Figure 1. Clock routing (run 1).
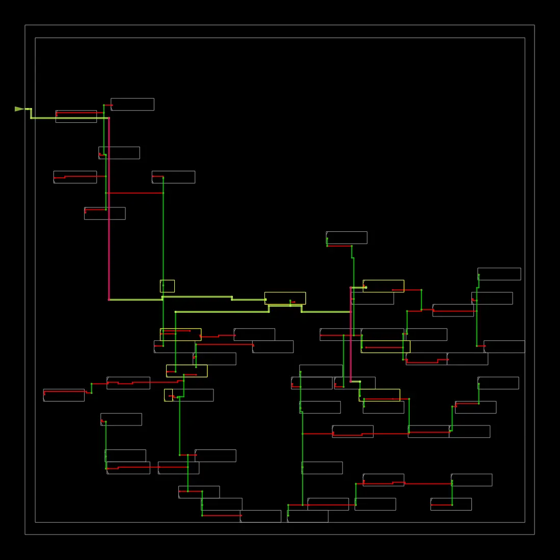
Figure 2. A small window of the routed layout (run 1).
Region (4, 61) to (54, 111) um. Cells in grey, sequential cells in the stronger grey; small squares are vias.
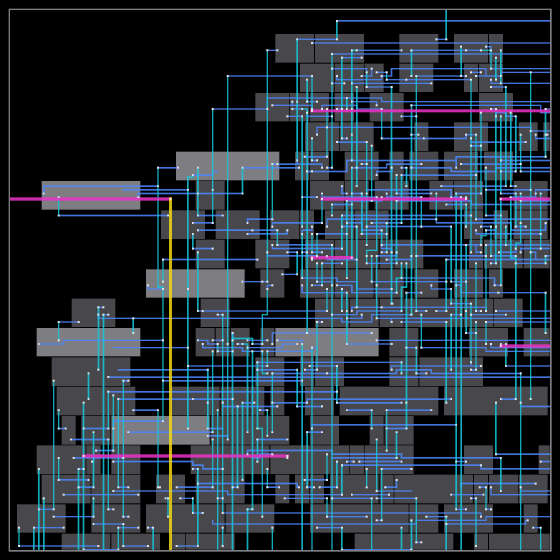
Figure 3. PDN straps and rails (run 1).
Pins as bars on the die edge.
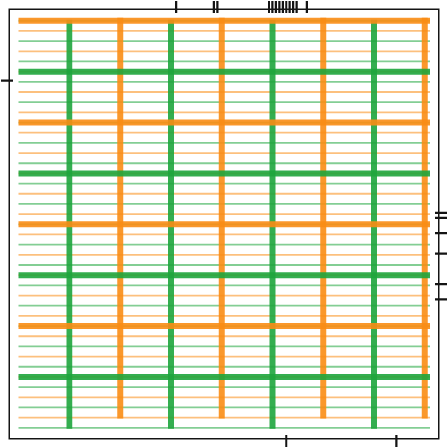
[config.mk]
export PLATFORM = sky130hd
export DESIGN_NAME = servo_pwm_driver
export DESIGN_NICKNAME = d
export VERILOG_FILES = /design/src/rtl/servo_pkg.sv /design/src/rtl/servo_slew_step.sv /design/src/rtl/servo_pwm_driver.sv
export SDC_FILE = /design/constraint.sdc
export NUM_CORES = 1
export LEC_CHECK = 0
export CAP_MARGIN = 20
export CORE_MARGIN = 2
export CORE_UTILIZATION = 40
export DETAILED_ROUTE_END_ITERATION = 10
export PLACE_DENSITY_LB_ADDON = 0.1
export SLEW_MARGIN = 20
export SYNTH_ARGS = -nofsm -noshare
export SYNTH_HDL_FRONTEND = slang
export SYNTH_SLANG_ARGS = --single-unit
[constraint.sdc]
create_clock -name clk -period 6.7 [get_ports clk]
set_input_delay 1.005 -clock clk [delete_from_list [all_inputs] [get_ports clk]]
set_output_delay 1.005 -clock clk [all_outputs]
set_load 0.02 [all_outputs]
[src/rtl/servo_pkg.sv]
`default_nettype none
// ============================================================================
// Module      : servo_pkg
// Description : Shared constants and state encoding for the hobby-servo PWM
//               driver. Timing defaults describe a 50 MHz system clock driving
//               a standard 50 Hz servo frame with a 1..2 ms pulse.
// Revision    : 1.0 - initial release
// ============================================================================
package servo_pkg;

  // Default timing constants
  localparam int unsigned C_CLK_FREQ     = 50_000_000;
  localparam int unsigned C_FRAME_HZ     = 50;
  localparam int unsigned C_MIN_PULSE_US = 1000;
  localparam int unsigned C_MAX_PULSE_US = 2000;

  // Angle range and post-reset position
  localparam int unsigned C_ANGLE_MAX    = 180;
  localparam int unsigned C_ANGLE_HOME   = 90;

  // Default slew limit in degrees per frame (0 = jump straight to target)
  localparam int unsigned C_SLEW_STEP    = 4;

  // Frame sequencer states
  typedef enum logic [1:0] {
    S_IDLE = 2'd0,
    S_HIGH = 2'd1,
    S_LOW  = 2'd2
  } state_t;

endpackage : servo_pkg
`default_nettype wire

[src/rtl/servo_slew_step.sv]
`default_nettype none
// ============================================================================
// Module      : servo_slew_step
// Description : Combinational slew limiter. Moves the current angle toward the
//               target by at most i_step degrees, never overshooting. A step
//               of zero disables limiting and returns the target directly.
// Ports       : i_cur      - current commanded angle
//               i_tgt      - (already clamped) target angle
//               i_step     - maximum change allowed in one frame
//               o_next_cur - angle to command for the next frame
//               o_reached  - o_next_cur equals i_tgt
// Revision    : 1.0 - initial release
// ============================================================================
module servo_slew_step
  import servo_pkg::*;
(
  input  logic [7:0] i_cur,
  input  logic [7:0] i_tgt,
  input  logic [7:0] i_step,
  output logic [7:0] o_next_cur,
  output logic       o_reached
);

  logic [7:0] w_up_dist;
  logic [7:0] w_dn_dist;

  // Only the difference in the actual direction of travel is ever used, so the
  // wrap-around of the opposite subtraction is harmless.
  assign w_up_dist = i_tgt - i_cur;
  assign w_dn_dist = i_cur - i_tgt;

  always_comb begin
    o_next_cur = i_tgt;
    if (i_step != 8'd0) begin
      if (i_tgt > i_cur) begin
        if (w_up_dist > i_step) begin
          o_next_cur = i_cur + i_step;
        end
      end else if (w_dn_dist > i_step) begin
        o_next_cur = i_cur - i_step;
      end
    end
  end

  assign o_reached = (o_next_cur == i_tgt);

endmodule : servo_slew_step
`default_nettype wire

[src/rtl/servo_pwm_driver.sv]
`default_nettype none
// ============================================================================
// Module      : servo_pwm_driver
// Description : Converts an angle in degrees into a hobby-servo PWM frame.
//               The request is sampled once per frame, clamped to ANGLE_MAX
//               and slew-limited before it sets the pulse width.
// Ports       : clk          - system clock
//               rst          - asynchronous active-high reset
//               i_enable     - run PWM frames while high (checked at frame
//                              wrap and while idle)
//               i_angle_in   - requested angle in degrees
//               o_servo_pwm  - registered PWM output
//               o_cur_angle  - commanded angle for the current frame
//               o_at_target  - commanded angle equals last sampled request
//               o_frame_tick - one-cycle pulse on the first cycle of a frame
// Revision    : 1.0 - initial release
// ============================================================================
module servo_pwm_driver
  import servo_pkg::*;
#(
  parameter int unsigned CLK_FREQ     = C_CLK_FREQ,
  parameter int unsigned FRAME_HZ     = C_FRAME_HZ,
  parameter int unsigned MIN_PULSE_US = C_MIN_PULSE_US,
  parameter int unsigned MAX_PULSE_US = C_MAX_PULSE_US,
  parameter int unsigned ANGLE_MAX    = C_ANGLE_MAX,
  parameter int unsigned ANGLE_HOME   = C_ANGLE_HOME,
  parameter int unsigned SLEW_STEP    = C_SLEW_STEP
) (
  input  logic       clk,
  input  logic       rst,
  input  logic       i_enable,
  input  logic [7:0] i_angle_in,
  output logic       o_servo_pwm,
  output logic [7:0] o_cur_angle,
  output logic       o_at_target,
  output logic       o_frame_tick
);

  localparam int unsigned FRAME_TICKS   = CLK_FREQ / FRAME_HZ;
  localparam int unsigned TICKS_PER_US  = CLK_FREQ / 1_000_000;
  localparam int unsigned MIN_TICKS     = MIN_PULSE_US * TICKS_PER_US;
  localparam int unsigned TICKS_PER_DEG =
      ((MAX_PULSE_US - MIN_PULSE_US) * TICKS_PER_US) / ANGLE_MAX;
  localparam int unsigned MAX_TICKS     = MIN_TICKS + ANGLE_MAX * TICKS_PER_DEG;
  localparam int unsigned HOME_TICKS    = MIN_TICKS + ANGLE_HOME * TICKS_PER_DEG;
  localparam int unsigned CW            = $clog2(FRAME_TICKS);

  // The widest pulse must leave at least one low cycle in the frame, and the
  // angle arithmetic is 8-bit.
  generate
    if ((MAX_TICKS >= FRAME_TICKS) || (MIN_TICKS == 0) || (ANGLE_MAX > 255) ||
        (ANGLE_HOME > ANGLE_MAX) || (SLEW_STEP > 255)) begin : g_bad_params
      $error("servo_pwm_driver: illegal timing or angle parameters");
    end
  endgenerate

  state_t        r_state;
  logic [CW-1:0] r_count;
  logic [CW-1:0] r_pulse;
  logic [7:0]    r_cur_angle;
  logic          r_at_target;
  logic          r_pwm;
  logic          r_frame_tick;

  logic [7:0]    w_tgt;
  logic [7:0]    w_next_cur;
  logic          w_reached;
  logic [CW-1:0] w_pulse_next;
  logic          w_last;
  logic          w_start;

  assign w_tgt = (i_angle_in > 8'(ANGLE_MAX)) ? 8'(ANGLE_MAX) : i_angle_in;

  servo_slew_step u_slew (
    .i_cur      (r_cur_angle),
    .i_tgt      (w_tgt),
    .i_step     (8'(SLEW_STEP)),
    .o_next_cur (w_next_cur),
    .o_reached  (w_reached)
  );

  // Constant multiply only; the divide in TICKS_PER_DEG is elaboration-time.
  assign w_pulse_next = CW'(MIN_TICKS) + CW'(w_next_cur) * CW'(TICKS_PER_DEG);

  assign w_last  = (r_count == CW'(FRAME_TICKS - 1));
  // A frame begins on leaving idle or on wrap, and only if enable is high then.
  assign w_start = i_enable && ((r_state == S_IDLE) || w_last);

  always_ff @(posedge clk or posedge rst) begin
    if (rst) begin
      r_state      <= S_IDLE;
      r_count      <= '0;
      r_pulse      <= CW'(HOME_TICKS);
      r_cur_angle  <= 8'(ANGLE_HOME);
      r_at_target  <= 1'b0;
      r_pwm        <= 1'b0;
      r_frame_tick <= 1'b0;
    end else begin
      r_frame_tick <= 1'b0;
      if (w_start) begin
        // Count 0: latch the new angle and pulse width for the whole frame.
        r_state      <= S_HIGH;
        r_count      <= '0;
        r_frame_tick <= 1'b1;
        r_cur_angle  <= w_next_cur;
        r_pulse      <= w_pulse_next;
        r_at_target  <= w_reached;
        r_pwm        <= 1'b0;
      end else begin
        case (r_state)
          S_HIGH: begin
            r_count <= r_count + CW'(1);
            // Output is registered, so setting it at count c shows at c+1:
            // high exactly for counts 1..r_pulse.
            if (r_count < r_pulse) begin
              r_pwm <= 1'b1;
            end else begin
              r_pwm   <= 1'b0;
              r_state <= S_LOW;
            end
          end
          S_LOW: begin
            r_pwm <= 1'b0;
            if (w_last) begin
              r_count <= '0;
              r_state <= S_IDLE;
            end else begin
              r_count <= r_count + CW'(1);
            end
          end
          default: begin
            r_pwm   <= 1'b0;
            r_count <= '0;
            r_state <= S_IDLE;
          end
        endcase
      end
    end
  end

  assign o_servo_pwm  = r_pwm;
  assign o_cur_angle  = r_cur_angle;
  assign o_at_target  = r_at_target;
  assign o_frame_tick = r_frame_tick;

endmodule : servo_pwm_driver
`default_nettype wire

==> qor.log, run 1 <==
qor: cts.cts_setup_buffers 13
qor: timing.unrepaired_setup_endpoints_after_global_routing yes
qor: synthesis.synth.area.top_cells dfrtp_1 20%, ha_1 19%, xnor2_1 5.7%, dfstp_2 5.4%, inv_1 5.2%
qor: synthesis.floorplan.nets 653
qor: status.run_status complete, no violations
qor: synthesis.synth.ff_latch_count 49
qor: timing.max_clock_freq 150 MHz
qor: synthesis.syn-cell-area 4870 um^2
qor: route.routed_wl 12.8 mm
qor: hold_path.hold_class flip-flop to flip-flop
qor: finish.final_cell_mix 109 x buf_4, 61 x ha_1, 57 x inv_1, 41 x nand2_1, 39 x dfrtp_1
qor: cts.clkLatencyLatePin 0.29 ns
qor: grt.grt-ovfl-total 0
qor: hold_path.hold_path_end r_pulse[16]
qor: timing.final_period_minus_worst_setup_slack 6.67 ns
qor: setup_path.crit_cells 31
qor: placement.placement.io_buffers 21
qor: route.drt.antenna.violating_nets 0
qor: finish.fin_area 6540 um^2
qor: timing.timing.final.hold_violations 0
qor: placement.gp_routability_congestion 0.866
qor: timing.final_min_period_over_clock_period 99.6%
qor: setup_path.worst-endpoint-required 6.90 ns
qor: floorplanning.design.die.area 13100 um^2
qor: setup_path.timing.reg2reg.setup_slack 0.63 ns
qor: placement.post_detail_place_hpwl 9.92 mm
qor: timing.hold_slack 0.477 ns
qor: synthesis.postSynthCellCount 558
qor: setup_path.crit_slowest_cell fa_1
qor: grt.grt_util_all_layers 20.4%
qor: timing.max_slew_violation_count 0
qor: route.routed-wl-met3 314 um
qor: route.vias 4295
qor: setup_path.timing.critical_path.buf_inv 6
qor: setup_path.crit_path_max_incr_delay 0.54 ns
qor: synthesis.synthTopCellsByCount 73 x ha_1, 67 x inv_1, 44 x nand2_1
qor: flow_run.openroad.warnings 40
qor: finish.final_net_count 776
qor: synthesis.synth.yosys.seq_area_share 25.4%
qor: finish.final.fill_count 1105
qor: finish.antennaDiodeCount 0
qor: timing.fin_ws 0.0273 ns
qor: timing.timing_worst_slew_pin_value 0.880 ns
qor: hold_path.hold_path.startpoint r_pulse[16]
qor: grt.global_route_track_usage_on_met2 30.5%
qor: grt.grt.met1_usage 31.0%
qor: cts.postCtsHoldBufs 0
qor: setup_path.timing.critical_path.arrival 6.88 ns
qor: route.wirelength_met1 6.63 mm
qor: grt.grt_pass1_vias 4245
qor: synthesis.synth_top_area_share 20.0%
qor: synthesis.ys_cells 558
qor: setup_path.setup.worst_path.class primary input to flip-flop
qor: grt.grt_antenna_before_repair 0
qor: setup_path.timing.rr.end r_pulse[16]
qor: route.via_per_inst 5.18
qor: setup_path.timing.rr.start o_cur_angle[4]
qor: cts.maximum_level_of_the_cts_h_tree 2
qor: grt.grt_max_degree 50
qor: synthesis.mean_post_synth_cell_area 8.74 um^2
qor: timing.relSlewSlack 41.4%
qor: setup_path.cpLargestDelayFamily AND-OR/OR-AND gates
qor: finish.mostFrequentLayoutCell buf_4
qor: cts.cts_buffers 5
qor: setup_path.timing.critical_path.from_type primary input
qor: flow_run.drv.max_cap_violation_count 0
qor: cts.post_cts.resized_instances 44
qor: finish.fin_cells 829
qor: placement.placement.setup.worst_slack -0.769 ns
qor: setup_path.highest_fanout_seen_on_the_critical_path 6
qor: route.wl_per_cell 15.4 um
qor: route.detail_route.first_pass.iterations 4
-- Figure 1 (at the start) --
number of flip-flops and latches: 49
final setup skew: 0.00776 ns
total clock sinks: 49

-- Figure 2 (at the start) --
M2 -> cyan
M4 -> yellow
M3 -> magenta
M1 -> blue
most frequent = buf_4 (25), inv_1 (17), ha_1 (16)
cells with their middle in the window = 139
netlist names of flops here include = `o_cur_angle` (5), `o_at_target` (1)
sequential cells in the window = 6

-- Figure 3 (at the start) --
VDD -> orange
VSS -> green
met5 straps = 8
met4 straps = 8
Vert. Die Dim: 114 um
area of the core: 12000 um^2
die width: 114 um

-- run 1: flip-flops by register name (all words and copies together), names as in the netlist --
name          flops
o_at_target       1
o_cur_angle       8
o_frame_tick      1
o_servo_pwm       1
r_count          20
r_pulse          16
r_state           2
-- run 1: layout make-up --
cell class                 count  share of cell area [%]
clock inverter                 3                   0.669
timing repair buffer         132                    16.0
clock buffer                   5                    1.91
inverter                      67                    3.90
sequential                    49                    18.9
multi-input combinational    426                    55.8
tap                          147                    2.81
-- run 1: cells by family after synthesis --
group	after synthesis	share of synthesized area (%)
buf+inv	84	6.98
flops	49	25.4
mux	7	1.59
compound gates	115	16.3
xor+xnor	48	8.62
fa+ha+maj	84	23.3
simple gates	171	17.8
==> run 1 -> run 2 <==
--- a/config.mk
+++ b/config.mk
@@ -6,6 +6,7 @@
 export NUM_CORES = 1
 export LEC_CHECK = 0
 export CAP_MARGIN = 20
+export CORE_ASPECT_RATIO = 0.9
 export CORE_MARGIN = 2
 export CORE_UTILIZATION = 40
 export DETAILED_ROUTE_END_ITERATION = 10
==> constraint.sdc (replaced) <==
create_clock -name clk -period 8 [get_ports clk]
set_input_delay 1.2 -clock clk [delete_from_list [all_inputs] [get_ports clk]]
set_output_delay 1.2 -clock clk [all_outputs]
set_load 0.02 [all_outputs]
==> run 2 against run 1 <==
  * Sequential share of layout area is 2.2 points higher
  * Synthesized cell count stayed put
  * Clock skew hardly changed
  * Final cell count is 4.5% lower
  * Critical path type unchanged
==> qor.log, run 2 <==
qor: route.wl_per_cell 14.7 um [-4.8%]
qor: timing.fin_ws 0.406 ns [+0.379 ns]
qor: setup_path.timing.critical_path.from_type primary input
qor: floorplanning.die_width 120 um [+5.2%]
qor: floorplanning.die_height 109 um [-5.0%]
qor: placement.post_detail_place_hpwl 9.41 mm [-5.2%]
qor: finish.final.fill_count 1197 [+8.3%]
qor: grt.grt_pass1_vias 3773 [-11%]
qor: timing.hold_slack 0.480 ns [+0.00295 ns]
qor: cts.post_cts.resized_instances 0 [-100%]
qor: setup_path.highest_fanout_seen_on_the_critical_path 6 [unchanged]
qor: synthesis.synth.yosys.seq_area_share 25.4% [unchanged]
qor: synthesis.postSynthCellCount 558 [unchanged]
qor: timing.final_period_minus_worst_setup_slack 7.59 ns
qor: placement.placement.io_buffers 21 [unchanged]
qor: finish.area_dominant_class multi-input combinational cells
qor: setup_path.crit_cells 31 [unchanged]
qor: finish.signal_buffer_area_fraction 11.5% [-4.4 points]
qor: finish.non_clock_buffer_count 83 [-37%]
qor: floorplanning.area_of_the_core 12000 um^2 [+0.17%]
qor: grt.grt-ovfl-total 0 [unchanged]
qor: cts.clkLatencyLatePin 0.29 ns [about the same]
qor: finish.fin_area 5850 um^2 [-11%]
qor: setup_path.setup.worst_path.class primary input to flip-flop
qor: synthesis.ys_cells 558 [unchanged]
qor: timing.timing.final.hold_violations 0 [unchanged]
qor: setup_path.crit_slowest_cell clkdlybuf4s50_1
qor: route.routed_wl 11.6 mm [-9.0%]
qor: route.via_per_inst 5.14 [-0.86%]
qor: floorplanning.design.die.area 13100 um^2 [about the same]
qor: setup_path.crit_path_max_incr_delay 0.51 ns [-0.03 ns]
qor: finish.final_cell_mix 73 x ha_1, 66 x inv_1, 62 x buf_4, 44 x nand2_1, 39 x dfrtp_1
qor: grt.grt_antenna_before_repair 0 [unchanged]
qor: timing.unrepaired_setup_endpoints_after_global_routing no
qor: timing.clock_skew 0.00740 ns [-0.000369 ns]
qor: finish.multiInputCombCellCount 425 [-0.23%]
qor: finish.non_clock_inverter_count 67 [unchanged]
qor: finish.largest_register_ff_count 20 [unchanged]
qor: status.run_status complete, no violations
qor: cts.maximum_level_of_the_cts_h_tree 2 [unchanged]
qor: floorplanning.tapCellCount 160 [+8.8%]
qor: grt.grt_util_all_layers 18.4% [-2.0 points]
qor: cts.cts_buffers 5 [unchanged]
qor: hold_path.hold_class flip-flop to flip-flop
qor: synthesis.synth.ff_latch_count 49 [unchanged]
qor: cts.cts_setup_buffers 0 [-13]
qor: placement.placement.setup.worst_slack -0.239 ns [+0.530 ns]
qor: cts.postCtsHoldBufs 0 [unchanged]
qor: grt.grt_max_degree 50 [unchanged]
run 2: cell counts after synthesis:
Identical to the previous run, type by type.
run 2: worst paths after layout:
path / to / slack, ns / from
min reg2reg: r_pulse[16] / 0.48 / r_pulse[16]
max reg2reg: r_pulse[16] / 1.53 / o_cur_angle[2]
min in group asynchronous: r_count[2] / 1.38 / rst
min: r_pulse[16] / 0.48 / r_pulse[16]
max: r_pulse[16] / 0.41 / i_angle_in[6]
max in group asynchronous: o_at_target / 6.08 / rst
run 2: metal layers:
layer	global-route usage, %	vias up	routed length, um
met5	0	-	0
li1	-	2075	-
met2	27.7	37	4970
met4	2.49	0	39
met3	2.46	4	275
met1	28.6	1952	6340
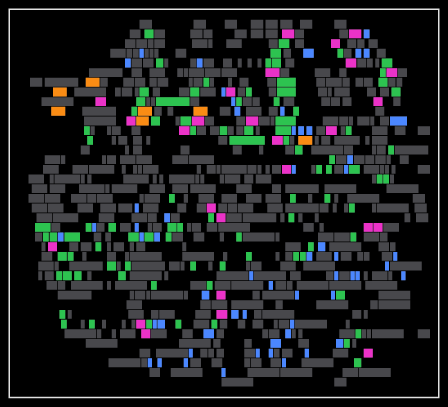
Figure 4: run 2, selected gate families.
aoi and oai cells -> green  # cells 89, most used o21ai_0
nor cells -> blue  # cells 57, most used nor2_1
mux cells -> orange  # cells 7, most used mux2_2
non-inverting ao/oa cells -> magenta  # cells 26, most used a21o_1
multi-input combinational area share: 56.9%
most frequent logic cell in the layout: ha_1

==> run 2 -> run 3 <==
--- a/config.mk
+++ b/config.mk
@@ -5,6 +5,7 @@
 export SDC_FILE = /design/constraint.sdc
 export NUM_CORES = 1
 export LEC_CHECK = 0
+export ABC_CLOCK_PERIOD_IN_PS = 8000
 export CAP_MARGIN = 20
 export CORE_ASPECT_RATIO = 0.9
 export CORE_MARGIN = 2
==> run 3 against run 2 <==
  * Via count unchanged
  * Critical path depth unchanged
  * Synthesized area unchanged
  * Routed wire length unchanged
  * Clock skew unchanged
  * Die area unchanged
  * Critical path type unchanged
  * Largest cell class unchanged
  * Critical endpoint unchanged
  * Setup slack unchanged
==> qor.log, run 3 <==
qor: synthesis.postSynthCellCount 558 [unchanged]
qor: route.via_per_inst 5.14 [unchanged]
qor: placement.placement.setup.worst_slack -0.239 ns [unchanged]
qor: cts.cts_root_buffer clkbuf_16
qor: cts.cts_buffers 5 [unchanged]
qor: finish.final.fill_count 1197 [unchanged]
qor: floorplanning.tapCellCount 160 [unchanged]
qor: finish.signal_buffer_area_fraction 11.5% [unchanged]
qor: timing.clock_skew 0.00740 ns [unchanged]
qor: grt.grt_util_all_layers 18.4% [unchanged]
qor: grt.grt_antenna_before_repair 0 [unchanged]
qor: route.detail_route.first_pass.iterations 5
qor: synthesis.synth.ff_latch_count 49 [unchanged]
qor: grt.grt_max_degree 50 [unchanged]
qor: route.routed-wl-met3 275 um [unchanged]
qor: timing.timing.final.hold_violations 0 [unchanged]
qor: timing.unrepaired_setup_endpoints_after_global_routing no
qor: setup_path.worstSetupStartpoint i_angle_in[6]
qor: setup_path.worst-endpoint-required 8.21 ns
qor: grt.first_pass_grt_wire_length 19.2 mm
qor: synthesis.synth_chip_area 4870 um^2
qor: finish.final_cell_mix 73 x ha_1, 66 x inv_1, 62 x buf_4, 44 x nand2_1, 39 x dfrtp_1
qor: finish.logic_area 3330 um^2
qor: floorplanning.die_width 120 um [unchanged]
qor: timing.hold_slack 0.480 ns [unchanged]
qor: finish.area_dominant_class multi-input combinational cells
qor: floorplanning.design.die.area 13100 um^2 [unchanged]
qor: synthesis.ys_cells 558 [unchanged]
qor: finish.mostFrequentLayoutCell ha_1
qor: cts.maximum_level_of_the_cts_h_tree 2 [unchanged]
qor: finish.non_clock_inverter_count 67 [unchanged]
qor: cts.cts_max_path_buffers 2
qor: status.run_status complete, no violations
qor: finish.comb_area_share 56.9% [unchanged]
qor: setup_path.setup.worst_path.end_class flip-flop
qor: route.routed_wl 11.6 mm [unchanged]
qor: synthesis.synth.yosys.seq_area_share 25.4% [unchanged]
qor: setup_path.crit_path_max_incr_delay 0.51 ns [about the same]
qor: synthesis.yosysMostFrequentCell ha_1
qor: timing.relSlewSlack 41.4%
qor: finish.area.sequential 1240 um^2
qor: placement.placement.io_buffers 21 [unchanged]
qor: setup_path.timing.critical_path.from_type primary input
qor: route.wirelength_met1 6.34 mm [unchanged]
qor: cts.clkLatencyLatePin 0.29 ns [about the same]
qor: grt.grt-ovfl-total 0 [unchanged]
qor: hold_path.hold_path_end r_pulse[16]
qor: placement.post_detail_place_hpwl 9.41 mm [unchanged]
qor: synthesis.yosys.area_share.simple 17.8%
qor: setup_path.timing.reg2reg.setup_slack 1.53 ns [about the same]
qor: route.top_layer_used met4
qor: cts.tritoncts done
qor: setup_path.timing.rr.end r_pulse[16]
qor: finish.non_clock_buffer_count 83 [unchanged]
qor: synthesis.mean_post_synth_cell_area 8.74 um^2
qor: finish.regMostFlops r_count
qor: setup_path.crit_slowest_cell clkdlybuf4s50_1
qor: route.wl_met2 4.97 mm [unchanged]
qor: setup_path.highest_fanout_seen_on_the_critical_path 6 [unchanged]
qor: grt.grt_pass1_vias 3773 [unchanged]
qor: finish.multiInputCombCellCount 425 [unchanged]
qor: timing.fin_ws 0.406 ns [unchanged]
qor: cts.cts_setup_buffers 0 [unchanged]
qor: finish.largest_register_ff_count 20 [unchanged]
qor: setup_path.worstSetupEndpoint r_pulse[16]
qor: hold_path.hold_path.startpoint r_pulse[16]
qor: cts.post_cts.resized_instances 0 [unchanged]
qor: floorplanning.area_of_the_core 12000 um^2 [unchanged]
qor: setup_path.setup.worst_path.class primary input to flip-flop
qor: route.wl_per_cell 14.7 um [unchanged]
qor: timing.final_min_period_over_clock_period 94.9%
qor: cts.postCtsHoldBufs 0 [unchanged]
qor: synthesis.synth-edff-count 0
qor: setup_path.timing.rr.start o_cur_angle[2]
qor: timing.final_period_minus_worst_setup_slack 7.59 ns [unchanged]
qor: synthesis.floorplan.nets 653
qor: hold_path.hold_class flip-flop to flip-flop
qor: floorplanning.die_height 109 um [unchanged]
## run 3: cell counts after synthesis
Identical to the previous run, type by type.
## run 3: through the flow
stage          area [um^2]  instances  util [%]  TNS, ns
2_1_floorplan         4870        558         -        0
3_3_place_gp          5650        783      47.2   -0.209
3_5_place_dp          5650        783      47.2   -0.475
4_1_cts               5810        791      48.5        0
5_1_grt               5850        792      48.9        0
6_report              5850        792      48.9        0
## run 3: layer usage
metal / global-route usage [%] / up-vias
met4: 2.49 / 0
met2: 27.7 / 37
met1: 28.6 / 1952
met3: 2.46 / 4
li1: - / 2075
met5: 0 / -
## run 3: worst max-delay path: cells and delay by family
family,cells,cell delay (ns)
compound gates,14,2.73
fa+ha+maj,6,2.07
buf+inv,6,1.01
simple gates,5,0.79
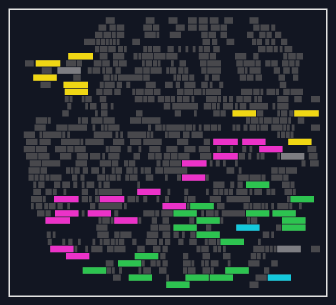
Figure 5: run 3, sequential cells coloured by netlist name.
`o_cur_angle` -> yellow  # flops 8
`r_count` -> green  # flops 20
`r_pulse` -> magenta  # flops 16
`r_state` -> cyan  # flops 2
not coloured = 3

